[config.mk]
export PLATFORM = sky130hd
export DESIGN_NAME = alu_cmd_engine
export DESIGN_NICKNAME = d
export VERILOG_FILES = /design/src/rtl/alu_cmd_engine.sv
export SDC_FILE = /design/constraint.sdc
export NUM_CORES = 1
export LEC_CHECK = 0
export ABC_AREA = 1
export ABC_CLOCK_PERIOD_IN_PS = 7720
export CAP_MARGIN = 20
export CORE_ASPECT_RATIO = 0.6
export CORE_UTILIZATION = 50
export CTS_CLUSTER_DIAMETER = 30
export DETAILED_ROUTE_END_ITERATION = 12
export PLACE_DENSITY = 0.7
export SETUP_SLACK_MARGIN = 0.02
export SLEW_MARGIN = 20
export SYNTH_ARGS = -nofsm -noshare
export SYNTH_HDL_FRONTEND = slang
export SYNTH_SLANG_ARGS = --single-unit
[constraint.sdc]
create_clock -name clk -period 7.72 [get_ports clk]
set_clock_uncertainty 0.2 [all_clocks]
set_input_delay 2.316 -clock clk [delete_from_list [all_inputs] [get_ports clk]]
set_output_delay 2.316 -clock clk [all_outputs]
set_load 0.02 [all_outputs]
[src/rtl/alu_cmd_engine.sv]
// alu_cmd_engine: handshaked 8-bit ALU responder.
// Single-cycle ops answer one cycle after acceptance. A non-zero divide runs an
// 8-step restoring divider and answers nine cycles after acceptance.
// op_count counts completed response handshakes and wraps modulo 2^CNT_W.
module alu_cmd_engine #(
    parameter int CNT_W = 16
) (
    input  logic             clk,
    input  logic             rst,
    input  logic             cmd_valid,
    output logic             cmd_ready,
    input  logic [7:0]       cmd_a,
    input  logic [7:0]       cmd_b,
    input  logic [3:0]       cmd_sel,
    output logic             rsp_valid,
    input  logic             rsp_ready,
    output logic [7:0]       rsp_out,
    output logic             rsp_carry,
    output logic             rsp_err,
    output logic [CNT_W-1:0] op_count
);

    typedef enum logic [1:0] {
        ST_IDLE = 2'd0,
        ST_DIV  = 2'd1,
        ST_RESP = 2'd2
    } state_t;

    // Single-cycle result: returns {err, carry, out[7:0]}.
    // A non-zero divide never takes this path; only divide-by-zero is answered here.
    function automatic logic [9:0] alu_simple(input logic [7:0] a,
                                              input logic [7:0] b,
                                              input logic [3:0] sel);
        logic [8:0]  sum;
        logic [15:0] prod;
        logic [9:0]  res;
        sum  = {1'b0, a} + {1'b0, b};
        prod = {8'd0, a} * {8'd0, b};
        res  = 10'd0;
        case (sel)
            4'h0: res = {1'b0, sum[8], sum[7:0]};
            4'h1: res = {1'b0, (a < b), a - b};
            4'h2: res = {1'b0, (prod[15:8] != 8'd0), prod[7:0]};
            4'h3: res = (b == 8'd0) ? {1'b1, 1'b0, 8'hFF} : 10'd0;
            4'h4: res = {2'b00, a[6:0], 1'b0};
            4'h5: res = {2'b00, 1'b0, a[7:1]};
            4'h6: res = {2'b00, a[6:0], a[7]};
            4'h7: res = {2'b00, a[0], a[7:1]};
            4'h8: res = {2'b00, a & b};
            4'h9: res = {2'b00, a | b};
            4'hA: res = {2'b00, a ^ b};
            4'hB: res = {2'b00, ~(a | b)};
            4'hC: res = {2'b00, ~(a & b)};
            4'hD: res = {2'b00, ~(a ^ b)};
            4'hE: res = {2'b00, 7'd0, (a > b)};
            4'hF: res = {2'b00, 7'd0, (a == b)};
            default: res = 10'd0;
        endcase
        return res;
    endfunction

    state_t           state_r, state_s;
    logic [7:0]       out_r, out_s;
    logic             carry_r, carry_s;
    logic             err_r, err_s;
    logic [CNT_W-1:0] count_r, count_s;
    logic [7:0]       quo_r, quo_s;       // dividend shifts out, quotient shifts in
    logic [7:0]       rem_r, rem_s;       // partial remainder
    logic [7:0]       divisor_r, divisor_s;
    logic [3:0]       iter_r, iter_s;

    logic [9:0]       alu_res_s;
    logic [8:0]       trial_s;
    logic [7:0]       diff_s;
    logic             fits_s;
    logic             div_start_s;

    assign alu_res_s   = alu_simple(cmd_a, cmd_b, cmd_sel);
    assign div_start_s = (cmd_sel == 4'd3) && (cmd_b != 8'd0);

    // One restoring step: shift the next dividend bit into the remainder and
    // subtract the divisor when it fits. The difference is below the divisor,
    // so the low 8 bits hold it exactly.
    assign trial_s = {rem_r, quo_r[7]};
    assign fits_s  = (trial_s >= {1'b0, divisor_r});
    assign diff_s  = trial_s[7:0] - divisor_r;

    assign cmd_ready = (state_r == ST_IDLE);
    assign rsp_valid = (state_r == ST_RESP);
    assign rsp_out   = out_r;
    assign rsp_carry = carry_r;
    assign rsp_err   = err_r;
    assign op_count  = count_r;

    // Next-state and datapath update; every register holds unless told otherwise.
    always_comb begin
        state_s   = state_r;
        out_s     = out_r;
        carry_s   = carry_r;
        err_s     = err_r;
        count_s   = count_r;
        quo_s     = quo_r;
        rem_s     = rem_r;
        divisor_s = divisor_r;
        iter_s    = iter_r;
        case (state_r)
            ST_IDLE: begin
                if (cmd_valid) begin
                    if (div_start_s) begin
                        quo_s     = cmd_a;
                        rem_s     = 8'd0;
                        divisor_s = cmd_b;
                        iter_s    = 4'd0;
                        state_s   = ST_DIV;
                    end else begin
                        out_s   = alu_res_s[7:0];
                        carry_s = alu_res_s[8];
                        err_s   = alu_res_s[9];
                        state_s = ST_RESP;
                    end
                end else begin
                    state_s = ST_IDLE;
                end
            end
            ST_DIV: begin
                if (fits_s) begin
                    rem_s = diff_s;
                end else begin
                    rem_s = trial_s[7:0];
                end
                quo_s = {quo_r[6:0], fits_s};
                if (iter_r == 4'd7) begin
                    out_s   = {quo_r[6:0], fits_s};
                    carry_s = 1'b0;
                    err_s   = 1'b0;
                    state_s = ST_RESP;
                end else begin
                    iter_s = iter_r + 4'd1;
                end
            end
            ST_RESP: begin
                if (rsp_ready) begin
                    count_s = count_r + CNT_W'(1);
                    state_s = ST_IDLE;
                end else begin
                    state_s = ST_RESP;
                end
            end
            default: begin
                state_s = ST_IDLE;
            end
        endcase
    end

    // State and datapath registers with synchronous reset; reset drops any divide in flight.
    always_ff @(posedge clk) begin
        if (rst) begin
            state_r   <= ST_IDLE;
            out_r     <= 8'd0;
            carry_r   <= 1'b0;
            err_r     <= 1'b0;
            count_r   <= '0;
            quo_r     <= 8'd0;
            rem_r     <= 8'd0;
            divisor_r <= 8'd0;
            iter_r    <= 4'd0;
        end else begin
            state_r   <= state_s;
            out_r     <= out_s;
            carry_r   <= carry_s;
            err_r     <= err_s;
            count_r   <= count_s;
            quo_r     <= quo_s;
            rem_r     <= rem_s;
            divisor_r <= divisor_s;
            iter_r    <= iter_s;
        end
    end

endmodule

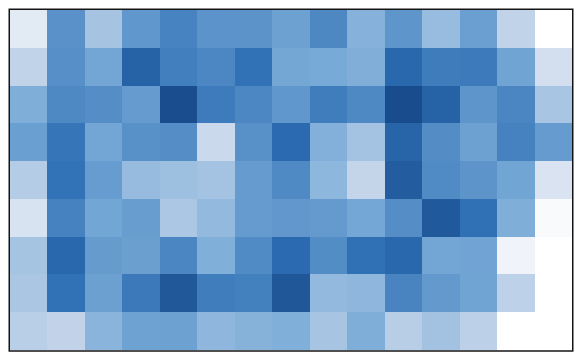
Fig. 1. Placement density heat map (run 1).
15 x 9 tiles, from white (low) to dark blue (high), 0 to 100% covered.
mean over tiles: 52%
nearly empty tiles: 3.7%
emptiest ninth of the die: south-east

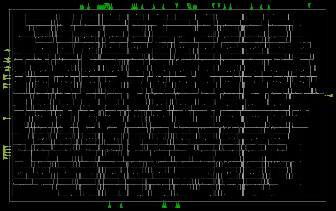
Fig. 2. Placement view (run 1).
FF+latch count: 56
sequential share of cell area: 15.0%

==> run notes, run 1 <==
Synthesis and PnR results.

- The starting density of the core is 51.8%.
- The power in combinational cells is 0.923 mW.
- The flip-flop and latch power reads 0.338 mW.
- Per the repair_timing log after CTS, setup buffers inserted total 0.
- Clock tree synthesis found a total of 56 sinks.
- The count of final max-slew check failures is 0.
- The DRC violation count after routing is 0.
- Endpoints failing hold in the final report were tallied at 0.
- In the final layout, flip-flops and latches occupy 0.00112 mm².
- The sequential cell area fraction in the yosys report reads 16.6%.
- TritonCTS created 5 clock buffers.
- The number of antenna violations at the first check in global routing was 0.
- The clock transition time at the flip-flop clock pins of the worst setup and hold paths reads 80 ps.
- In the layout the commonest cells are nand2_1, inv_1, a21oi_1.
- The synthesized area divided by synthesized cell count reads around 6.6 µm².
- The H-tree was split into 2 levels.
- The endpoint class of the critical path is a flip-flop.
- The run finished with clean final reports.
- Synthesis produced ~1000 cells.
- The worst reg2reg path endpoint is rsp_out[7].
- The wire length recorded after detailed routing is 19400 µm.
- Setup repair after global routing left no endpoint under its margin.
- The detailed router's first-iteration violation count reads 521.
- The cell with the largest stage delay on the worst path reads clkdlybuf4s50_1.
- The total chip power reads ~1.5 mW.
- The final critical-path setup slack reads 694 ps.
- The endpoint arrival time on the critical path reads 7060 ps.
- The critical path contains buffers and inverters numbering 5 combined.
- The distinct cell type count of the synthesized netlist reads around 50.
- The post-detailed-route wirelength per cell is around 16 µm.
- The shortest period the worst path allows is 7030 ps.
- The upper clock frequency limit is 142 MHz.
- Clock tree synthesis selected as its root buffer the cell clkbuf_16.
- The number of nets handed over by synthesis was between 1000 and 1500.
- The number of antenna-violating nets in the routed design reads 0.
- The number of cells in Yosys stat is 1016.
- The row count reads 32.
- The worst-case max-slew headroom was logged as 45.1%.
- The max-capacitance violation count reads 0.
- The clock group power is 0.237 mW.
- The critical-path maximum fanout reads 11.
- The kind of launch point of the worst setup path is a primary input.
- The first-pass GRT wire length is 31600 µm.
- The source of the worst register-to-register timing path is state_r[0].
- The synthesis log from Yosys contains 0 warnings.
- Port buffering added 51 buffers.
- Counting only logic cells after layout, the most numerous master is nand2_1.
- The most common flop cell mapped by yosys reads dfxtp_1.
- The worst reg-to-reg path cell count reads 9.
- In the power breakdown, the internal column shows between 0.7 and 0.8 mW.
- The final non-filler cell total reads 1223.
- The kind of critical path is primary input to flip-flop.
- In this run, the combinational gates consume 61.6% of the power.
- STA lists the startpoint of the worst hold path as op_count[15].
- The cell count along the critical path is 19.
- The synthesized netlist occupies a cell area of 0.00675 mm².
- The clock latency reported for the late side of the worst-skew pair reads 300 ps.
- The worst path uses 91.0% of the clock period.
- In this run the worst hold path is classified as flip-flop to flip-flop.
- The largest net degree at the start of global routing reads 31.
- The area of the multi-input gates reads between 0.004 and 0.005 mm².
- The chip height is 92.0 µm.
- The number of vias per cell after detailed routing is between 5 and 6.
- The count of hold-fix buffers inserted at cts reads 0.
- From synthesis to final layout, the design area changed by 11.1%.
- The worst-case setup slack after placement is 408 ps.
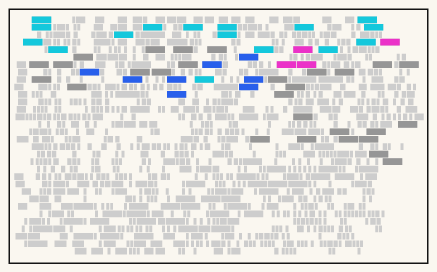
Fig. 3. Sequential cells grouped by signal name (run 1).
legend:
  `iter_r`:
    color: magenta
    flops: 4
  `op_count`:
    color: cyan
    flops: 16
  `quo_r`:
    color: blue
    flops: 8
    where: north

run 1: layer usage:
layer	share of wire, %	GRT usage [%]	vias up
met5	0	0	-
met4	1.2	4.93	0
met3	11	7.75	26
met2	34	36.5	295
met1	54	47.0	2946
li1	-	-	3270
run 1: cells by family after synthesis:
group	after synthesis	share of synthesized area [%]
AND-OR/OR-AND	177	14.4
XOR/XNOR	16	2.08
adder cells (fa/ha/maj)	109	24.6
buffers and inverters	249	14.9
flip-flops	56	16.6
AND/OR/NAND/NOR	409	27.5
run 1: how the worst max path moves through the flow:
stage	to	slack, ps
final	rsp_out[7]	690
after global routing	rsp_carry	410
after CTS	rsp_out[7]	730
after detailed placement	rsp_carry	410
after global placement	rsp_out[7]	430
after floorplan	rsp_carry	1380
run 1: synth_stat cells, drive strengths merged, types with 6 or more instances:
cell type | number | area [µm²]
a21oi | 80 | 400
a31oi | 6 | 37.5
buf | 17 | 134
clkbuf | 14 | 52.6
dfxtp | 56 | 1120
fa | 39 | 781
ha | 70 | 876
inv | 217 | 817
nand2 | 244 | 952
nand3 | 53 | 283
nand4 | 12 | 81.3
nor2 | 75 | 360
nor3 | 13 | 80.1
o21ai | 62 | 314
o22ai | 14 | 87.6
xor2 | 11 | 96.3
run 1: final cells by class:
cell class / count / share of cell area [%]
clock inverters: 3 / 0.300
multi-input cells: 711 / 61.6
repair buffers: 60 / 7.71
inverters: 218 / 10.9
flip-flops and latches: 56 / 15.0
clock buffers: 5 / 1.67
well taps: 170 / 2.84
run 1: flip-flops by register name, indices dropped and copies added (netlist names):
signal     flops
rsp_err        1
rsp_out        8
state_r        2
divisor_r      8
quo_r          8
rsp_carry      1
iter_r         4
rem_r          8
op_count      16
==> run 2: changes to the inputs <==
--- a/config.mk
+++ b/config.mk
@@ -6,7 +6,7 @@
 export NUM_CORES = 1
 export LEC_CHECK = 0
 export ABC_AREA = 1
-export ABC_CLOCK_PERIOD_IN_PS = 7720
+export ABC_CLOCK_PERIOD_IN_PS = 7210
 export CAP_MARGIN = 20
 export CORE_ASPECT_RATIO = 0.6
 export CORE_UTILIZATION = 50
@@ -18,3 +18,4 @@
 export SYNTH_ARGS = -nofsm -noshare
 export SYNTH_HDL_FRONTEND = slang
 export SYNTH_SLANG_ARGS = --single-unit
+export TNS_END_PERCENT = 1
==> constraint.sdc (replaced) <==
create_clock -name clk -period 7.21 [get_ports clk]
set_clock_uncertainty 0.2 [all_clocks]
set_input_delay 2.163 -clock clk [delete_from_list [all_inputs] [get_ports clk]]
set_output_delay 2.163 -clock clk [all_outputs]
set_load 0.02 [all_outputs]
==> run notes, run 2 <==
Synthesis and PnR results.

- Outcome: finished clean (unchanged).
- The root buffer cell reads clkbuf_16 (unchanged).
- The synthesized instance count reads 1016 (unchanged).
- The max-capacitance violation count came to 0 (unchanged).
- The cell area after synthesis was 0.00675 mm² (unchanged).
- The endpoint class of the critical path was a flip-flop (unchanged).
- The DRC violation count after routing reads 0 (unchanged).
- The number of antenna-violating nets in the routed design is 0 (unchanged).
- The kind of critical path reads primary input to flip-flop (unchanged).
- The met3 global-route usage reads 9.40% (was 7.75%).
- The fraction of standard cell area that is sequential is 14.8% (was 15.0%).
- The number of non-clock buffers in the layout is 69 (was 60).
- The tapcell count reads 170 (unchanged).
- The sum of met2 wire segment lengths after detailed routing came to 6870 µm (was 6620 µm).
- The relative area change from synthesis to final layout is 12.6% (was 11.1%).
- The post-detailed-route wirelength per cell reads 15.8 µm (about the same).
- The final-layout clock buffer total was 6 (was 5).
- The post-CTS setup-driven buffer insertion count was 0 (unchanged).
- The final hold violation count reads 0 (unchanged).
- The final non-filler cell total was 1232 (was 1223).
- The maximum level of the CTS H-tree is 2 (unchanged).
- Leading cell types in the layout, fill and taps excluded: nand2_1, inv_1, a21oi_1 (unchanged).
- The sequential cell count of the final layout is 56 (unchanged).
- The starting density of the core is 51.8% (unchanged).
- The clock tree cell share of total cell area reads 2.34% (was 1.97%).
- The worst hold path startpoint was quo_r[6] (was op_count[15]).
- The share of the clock period used by the worst path reads between 90% and 100%.
- The clock transition time at the flip-flop clock pins of the worst setup and hold paths reads 70 ps (was 80 ps).
- The met1 usage in global routing was 46.8% (was 47.0%).
- The area share of buffers outside the clock network is 8.50% (was 7.71%).
- The met3 wire length is 2400 µm (was 2120 µm).
- The distinct cell type count of the synthesized netlist came to 50 (unchanged).
- Largest cells by area after synthesis: dfxtp_1, nand2_1, ha_1 (unchanged).
- The number of cells in Yosys stat reads 1016 (unchanged).
- The number of antenna violations at the first check in global routing is 0 (unchanged).
- The cell type taking the most area reads logic gates (unchanged).
- The most used routing layer was met1 (unchanged).
- The number of buffers created by CTS is 5 (unchanged).
- The count of hold-fix buffers inserted at cts came to 0 (unchanged).
- The path category of the worst min-delay check is flip-flop to flip-flop (unchanged).
- The count of non-CTS inverters in the layout is 218 (unchanged).
-- run 2: worst paths after layout --
kind / endpoint / slack [ps]
max: rsp_carry / 370
min: quo_r[6] / 260
max reg2reg: rsp_out[0] / 4850
min reg2reg: quo_r[6] / 260
-- run 2: report_power, final --
group          internal (mW)  switching [mW]
clock                  0.174           0.120
sequential             0.341          0.0208
combinational          0.361           0.632
-- run 2: metrics by stage --
| stage | power, mW | utilization (%) | instance area, µm² | hold slack, ps | worst slack [ps] |
|---|---|---|---|---|---|
| 2_1_floorplan | 1.12 | - | 6750 | 230 | 1020 |
| 3_3_place_gp | 1.33 | 57.0 | 7420 | 242 | 172 |
| 3_5_place_dp | 1.34 | 57.0 | 7420 | 249 | 106 |
| 4_1_cts | 1.64 | 58.4 | 7590 | 260 | 418 |
| 5_1_grt | 1.80 | 58.4 | 7590 | 290 | 57.0 |
| 6_report | 1.65 | 58.4 | 7590 | 264 | 373 |
-- run 2: critical path, stage by stage --
cell	delay, ps
clkdlybuf4s50_1	740
nand2_1	200
inv_1	60
fa_1	480
inv_1	50
fa_1	470
inv_1	60
fa_1	530
inv_1	50
fa_1	530
inv_1	50
ha_1	350
nand2_1	110
nor2_1	150
nand2_1	80
nand2_1	80
nand2_1	50
nand2_1	90
nand2_1	60
nor2_1	80
nand3_1	90
nand2_1	110
nand2_1	60
nand2_1	50
a21oi_1	50
-- run 2: kinds of logic after synthesis --
kind of cell / count (synthesis) / share of synthesized area (%)
xor+xnor: 16 / 2.08
flops: 56 / 16.6
buf+inv: 249 / 14.9
compound gates: 177 / 14.4
simple gates: 409 / 27.5
fa+ha+maj: 109 / 24.6
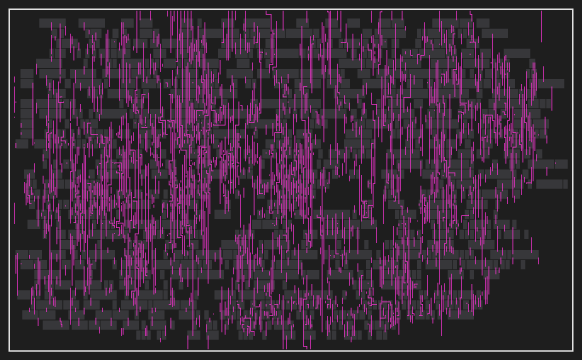
Fig. 4. Signal wires on met2 (run 2).
nets with wire on the layer: 903
share of all routed wire: 35%
main direction: vertical
wire length on this layer: 6870 µm
longest straight run: 34.4 µm
Post-Route WL: 19500 µm
met2 routing resource usage after global routing: 37.3%
vias after detailed routing: 6661

Power figures rest on the tool's default switching activity, not on a simulated workload.
